### src/rtl/local_flit_injector.sv
// Network-interface flit transmitter: turns one packet descriptor plus a body payload
// stream into HEAD/BODY/TAIL (or HEADTAIL) flits on a single VC chosen at packet start.
package noc_params;
    localparam int VC_NUM            = 2;
    localparam int VC_SIZE           = $clog2(VC_NUM);
    localparam int FLIT_DATA_SIZE    = 16;
    localparam int ADDR_NETWORK      = 2;
    localparam int DEST_ADDR_SIZE_X  = 2;
    localparam int DEST_ADDR_SIZE_Y  = 2;
    localparam int HEAD_PAYLOAD_SIZE = FLIT_DATA_SIZE - ADDR_NETWORK
                                       - DEST_ADDR_SIZE_X - DEST_ADDR_SIZE_Y;

    typedef enum logic [1:0] {
        HEAD     = 2'b00,
        BODY     = 2'b01,
        TAIL     = 2'b10,
        HEADTAIL = 2'b11
    } flit_label_t;

    typedef struct packed {
        logic [ADDR_NETWORK-1:0]      sub_network;
        logic [DEST_ADDR_SIZE_X-1:0]  x_dest;
        logic [DEST_ADDR_SIZE_Y-1:0]  y_dest;
        logic [HEAD_PAYLOAD_SIZE-1:0] head_pl;
    } head_data_t;

    typedef union packed {
        head_data_t                head_data;
        logic [FLIT_DATA_SIZE-1:0] bt_pl;
    } flit_data_t;

    typedef struct packed {
        flit_label_t        flit_label;
        logic [VC_SIZE-1:0] vc_id;
        flit_data_t         data;
    } flit_t;
endpackage

module local_flit_injector
    import noc_params::*;
#(
    parameter int MAX_LEN = 8,
    localparam int LEN_W  = $clog2(MAX_LEN + 1)
) (
    input  logic                         clk,
    input  logic                         rst,
    input  logic                         pkt_valid_i,
    output logic                         pkt_ready_o,
    input  logic [ADDR_NETWORK-1:0]      pkt_sub_network_i,
    input  logic [DEST_ADDR_SIZE_X-1:0]  pkt_x_dest_i,
    input  logic [DEST_ADDR_SIZE_Y-1:0]  pkt_y_dest_i,
    input  logic [HEAD_PAYLOAD_SIZE-1:0] pkt_head_pl_i,
    input  logic [LEN_W-1:0]             pkt_len_i,
    input  logic                         pl_valid_i,
    input  logic [FLIT_DATA_SIZE-1:0]    pl_data_i,
    output logic                         pl_ready_o,
    input  logic [VC_NUM-1:0]            on_off_i,
    input  logic [VC_NUM-1:0]            is_allocatable_i,
    output logic [$bits(flit_t)-1:0]     flit_o,
    output logic                         flit_valid_o,
    output logic                         busy_o,
    output logic [1:0]                   dbg_state_o
);
    // Handshakes: a descriptor or payload word transfers on a rising edge where its
    // valid and ready are both high; ready never depends on the matching valid.

    typedef enum logic [1:0] {
        IDLE  = 2'b00,
        ALLOC = 2'b01,
        SEND  = 2'b10
    } state_t;

    state_t           state_q, state_d;
    logic [LEN_W-1:0] rem_q, rem_d;
    logic [VC_SIZE-1:0] vc_q, vc_d;
    head_data_t       head_q, head_d;
    flit_t            flit_q, flit_d;
    logic             flit_valid_q, flit_valid_d;

    logic               alloc_found;
    logic [VC_SIZE-1:0] alloc_vc;
    logic [LEN_W-1:0]   len_clamped;

    // Descending scan so the lowest eligible VC index wins.
    always_comb begin
        alloc_found = 1'b0;
        alloc_vc    = '0;
        for (int v = VC_NUM - 1; v >= 0; v--) begin
            if (is_allocatable_i[v] && on_off_i[v]) begin
                alloc_found = 1'b1;
                alloc_vc    = VC_SIZE'(v);
            end
        end
    end

    assign len_clamped = (pkt_len_i > LEN_W'(MAX_LEN)) ? LEN_W'(MAX_LEN) : pkt_len_i;

    assign pkt_ready_o  = (state_q == IDLE) && !rst;
    assign pl_ready_o   = (state_q == SEND) && on_off_i[vc_q] && !rst;
    assign flit_o       = flit_q;
    assign flit_valid_o = flit_valid_q;
    assign busy_o       = (state_q != IDLE);
    assign dbg_state_o  = state_q;

    always_comb begin
        state_d      = state_q;
        rem_d        = rem_q;
        vc_d         = vc_q;
        head_d       = head_q;
        flit_d       = flit_q;
        flit_valid_d = 1'b0;
        case (state_q)
            IDLE: begin
                if (pkt_valid_i) begin
                    head_d.sub_network = pkt_sub_network_i;
                    head_d.x_dest      = pkt_x_dest_i;
                    head_d.y_dest      = pkt_y_dest_i;
                    head_d.head_pl     = pkt_head_pl_i;
                    rem_d              = len_clamped;
                    state_d            = ALLOC;
                end
            end
            ALLOC: begin
                if (alloc_found) begin
                    flit_d.flit_label     = (rem_q == '0) ? HEADTAIL : HEAD;
                    flit_d.vc_id          = alloc_vc;
                    flit_d.data.head_data = head_q;
                    flit_valid_d          = 1'b1;
                    vc_d                  = alloc_vc;
                    state_d               = (rem_q == '0) ? IDLE : SEND;
                end
            end
            SEND: begin
                if (on_off_i[vc_q] && pl_valid_i) begin
                    flit_d.flit_label = (rem_q == LEN_W'(1)) ? TAIL : BODY;
                    flit_d.vc_id      = vc_q;
                    flit_d.data.bt_pl = pl_data_i;
                    flit_valid_d      = 1'b1;
                    rem_d             = rem_q - LEN_W'(1);
                    if (rem_q == LEN_W'(1)) begin
                        state_d = IDLE;
                    end
                end
            end
            default: state_d = IDLE;
        endcase
    end

    always_ff @(posedge clk) begin
        if (rst) begin
            state_q      <= IDLE;
            rem_q        <= '0;
            vc_q         <= '0;
            head_q       <= '0;
            flit_q       <= '0;
            flit_valid_q <= 1'b0;
        end else begin
            state_q      <= state_d;
            rem_q        <= rem_d;
            vc_q         <= vc_d;
            head_q       <= head_d;
            flit_q       <= flit_d;
            flit_valid_q <= flit_valid_d;
        end
    end

endmodule
### config.mk
export PLATFORM = sky130hd
export DESIGN_NAME = local_flit_injector
export DESIGN_NICKNAME = d
export VERILOG_FILES = /design/src/rtl/local_flit_injector.sv
export SDC_FILE = /design/constraint.sdc
export NUM_CORES = 1
export LEC_CHECK = 0
export ABC_AREA = 1
export CORE_MARGIN = 2
export CORE_UTILIZATION = 50
export DETAILED_ROUTE_END_ITERATION = 7
export GPL_TIMING_DRIVEN = 0
export PLACE_DENSITY_LB_ADDON = 0.25
export SYNTH_ARGS = -nofsm -noshare
export SYNTH_HDL_FRONTEND = slang
export SYNTH_SLANG_ARGS = --single-unit
export TNS_END_PERCENT = 100
### constraint.sdc
create_clock -name clk -period 3.6 [get_ports clk]
set_clock_uncertainty 0.1 [all_clocks]
set_input_delay 0.36 -clock clk [delete_from_list [all_inputs] [get_ports clk]]
set_output_delay 0.36 -clock clk [all_outputs]
set_load 0.005 [all_outputs]
==> images/m2.png <==
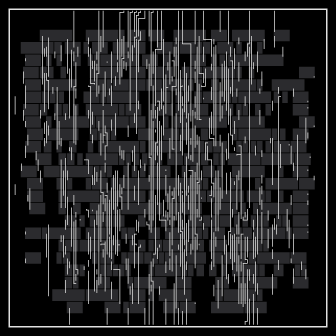
- main direction: vertical
- nets with wire on the layer: 329
- wire length on this layer: 2440 um
- longest straight run: 35.4 um
- share of all routed wire: 47%
M2 GR Usage: 0.359
vias: 2125

==> images/m1.png <==
The bar under the picture is 20 um long.
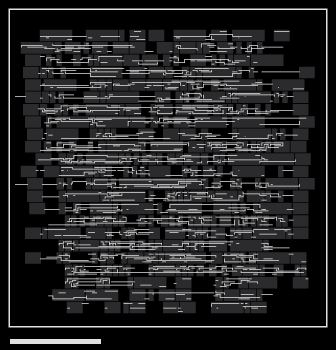
- nets with wire on the layer: 377
- share of all routed wire: 46%
- wire length on this layer: 2380 um
- longest straight run: 32.7 um
- main direction: horizontal

==> images/m3.png <==
The bar under the picture is 20 um long.
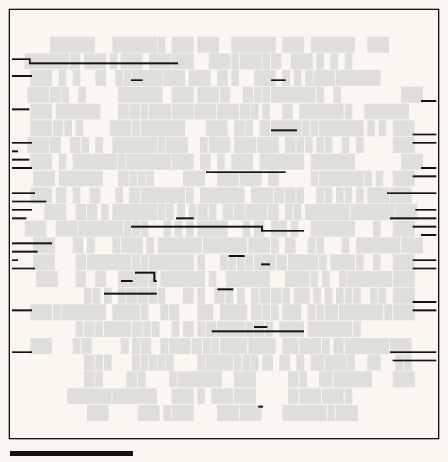
- share of all routed wire: 4.5%
- wire length on this layer: 232 um
M3 GR Usage: 0.0422
Routed WL: 5170 um

==> ci_impl_report.md <==
## Implementation flow summary

| Metric | Value |
|---|---|
| Logic inverters | 23 |
| Area leader, netlist | dfxtp_1 |
| Hold-fix buffers at CTS | 0 |
| Register area | 861 um^2 |
| Max Slew Vio Count | 0 |
| Placed cells | roughly 420 |
| CTS resizes | 0 |
| Top cell area share | 0.401 |
| HP Start | rst |
| Die area | 4830 um^2 |
| Share of layout cells above drive strength 1 | 0.0739 |
| GP Congestion | ~0.8 |
| Peak VDD IR | about 0.32 mV |
| Ao+oa area frac | 0.0740 |
| Area post-placement | between 2000 and 3000 um^2 |
| Num rows | 23 |
| Adder share | 0.0408 |
| Status | finished, final reports clean |
| R2R Setup Slk | approximately 1700 ps |
| Crit Path Class | reg -> out |
| Grt total ovfl | 0 |
| Wire length per cell | about 12 um |
| Met3 wire len | between 200 and 250 um |
| Logic Gate Count | roughly 220 |
| Root Driver | clkbuf_8 |
| Yosys simple share | 0.332 |
| Synth warn | 0 |
| Worst r2r path cells | 7 |
| Max Fclk | 402 MHz |
